Design onehot_drain_encoder, sky130hd; sources not shown.
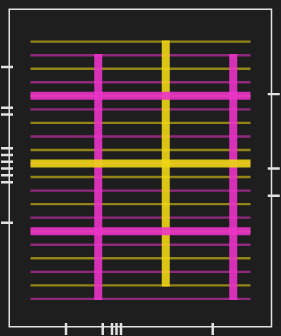
Fig. 1. Supply network.
Pins as bars on the die edge.
VDD: shown in yellow. VSS: shown in magenta.
3 straps on met4. 3 straps on met5. 19 signal pins sit on the boundary.
floorplan die width: 52.4 um
area of the core: 0.00228 sq mm
Die Ht: 63.5 um

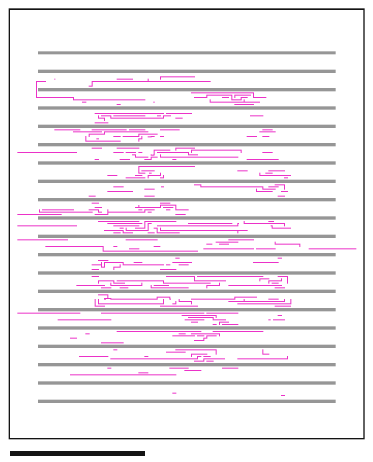
Fig. 2. M1 wires.
Scale bar: 20 um. Supply wires on this layer in grey.
The layer carries 837 um of wire. The longest straight run is 17.5 um. 97 nets have wire on it.
met1 Track Usage GR: 0.162
vias: 686
total routed wirelength: 1860 um

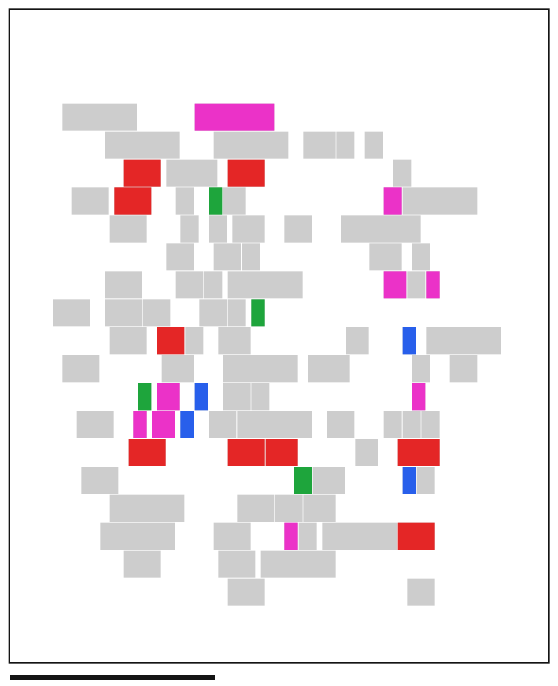
Fig. 3. Logic cells by family.
Scale bar: 20 um.
AND-OR and OR-AND gates: shown in red, cells 9. NAND gates: shown in green, cells 4, where centre. NOR gates: shown in magenta, cells 9. inverters: shown in blue, cells 4.
combinational fraction of the cell area: 0.442
Post-Layout Cell Count: 127
most common library cell in the layout ignoring fill and taps: sky130_fd_sc_hd__clkdlybuf4s50_1

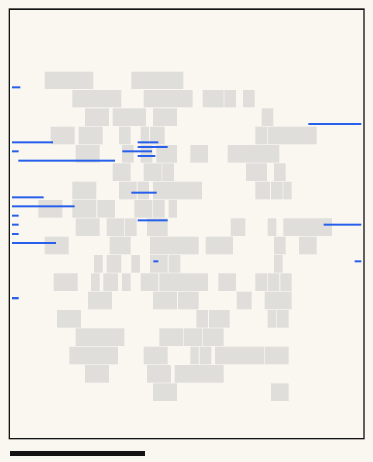
Fig. 4. M3 wires.
Scale bar: 20 um. Cells faint in the background.
The wires run mostly horizontal. 19 nets have wire on it.
grt met3 use: 0.0236

==> reports/metrics.cfg <==
[placed_design]
place.port_buffers = 18
gpl.final_weighted_congestion = 0.777
placed_cell_area_sq_um = 852
dp_hpwl_um = 1460

[global_routing]
grt_pass1_vias = 713
grt_antenna_before_repair = 0
global_route.overflow_total = 0

[setup_path]
worst_path_dominant_cell_family = simple AND/OR/NAND/NOR gates
worst-path-stages = 4
worst_ep_required_time_ns = 1.92
cpPeakStageDelay_ns = 0.59
crit_chain = or4_4 > o31ai_4 > and3_1 > buf_12

[outcome]
run_status = complete, no violations

[synthesis]
synthTopCellsByCount = 10 x sky130_fd_sc_hd__dfxtp_1, 10 x sky130_fd_sc_hd__o21ai_0, 7 x sky130_fd_sc_hd__a21oi_1
fraction_of_synthesized_cell_area_taken_by_the_top_area_cell_type = 0.325
synth-simple-area-share = 0.193
leading_post_synthesis_cells_by_cell_area = sky130_fd_sc_hd__dfxtp_1 33%, sky130_fd_sc_hd__a32o_1 8.1%, sky130_fd_sc_hd__o21ai_0 8.1%
xor_share = 0.0142
synthesis.yosys.warnings = 0
seq_area_frac_synth = 0.325
mappedNetlistNets = 88
ys_async_sr_fraction = 0

[finish]
flip_flop_count_of_the_largest_register_after_layout = 8
fraction_of_final_layout_cells_with_drive_strength_greater_than_1 = 0.198

[min_path]
hold_class = reg2reg
hold_depth = 2

[route]
detailedRoute.firstIterationViolations = 10
dr.pass1.iters = 4

[timing]
finalWorstPathRequiredPeriod_ns = 2.34
setup-tns-final_ns = 0
report.final.setup_viol = 0
timing_worst_slew_pin_value_ns = 0.498
timing.max_slew.rel_slack = 0.667

[job]
drv.max_cap_violation_count = 0

[power_and_ir_drop]
cellPowerDensity_mw_per_mm2 = 694
irDropWorstVdd_v = 0.000307

[cts]
cts.repair_timing.setup_buffer_count = 0
clk_root_buf = sky130_fd_sc_hd__clkbuf_4
clkSlewWorstSetupHoldPaths_ns = 0.07
insertion_delay_ns = 0.26

[floorplanning]
num_rows = 19
core_util_floorplan = 0.270

[worst min-delay path, delay by kind of cell (launching register included)]
kind             cells  cell delay, ns
flip-flops           1            0.36
AND/OR/NAND/NOR      1            0.09
AND-OR/OR-AND        1            0.06
[routing by layer]
| layer | part of all wire | routed length (um) | vias up | global-route usage |
|---|---|---|---|---|
| met5 | 0 | 0 | - | 0 |
| met4 | 0.011 | 21 | 0 | 0.0383 |
| met3 | 0.042 | 78 | 4 | 0.0236 |
| met2 | 0.49 | 918 | 25 | 0.203 |
| met1 | 0.45 | 837 | 318 | 0.162 |
| li1 | - | - | 339 | - |
[layout make-up]
class	count	area [sq um]	area share
Clock buffer	4	36.3	0.0399
Sequential cell	10	200	0.220
Multi-Input combinational cell	57	402	0.442
Inverter	4	15.0	0.0165
Timing Repair Buffer	21	218	0.239
Tap cell	31	38.8	0.0426
[logic make-up after synthesis]
family / after synthesis
flip-flops: 10
buffers and inverters: 9
AND/OR/NAND/NOR: 19
XOR/XNOR: 1
AND-OR/OR-AND: 37
[what timing repair did]
action | in CTS | in global routing
endpoints found under the setup margin | 1 | 1
gates resized | 2 | 2
hold buffers | 0 | 0
[power breakdown]
| group | leakage (uW) | switching (uW) | internal, uW |
|---|---|---|---|
| sequential | 0.0000822 | 25.7 | 180 |
| combinational | 0.000227 | 153 | 120 |
| clock | 0.0000210 | 60.7 | 92.1 |
| total | 0.000330 | 240 | 392 |
[stage by stage]
stage / cells / total power, uW / hold WS, ns
after floorplan: 76 / 366 / 0.484
after global routing: 127 / 665 / 0.600
after global placement: 123 / 468 / 0.540
after CTS: 127 / 623 / 0.554
final: 127 / 631 / 0.559
after detailed placement: 123 / 465 / 0.540
Power is estimated from default activity; no workload was simulated.
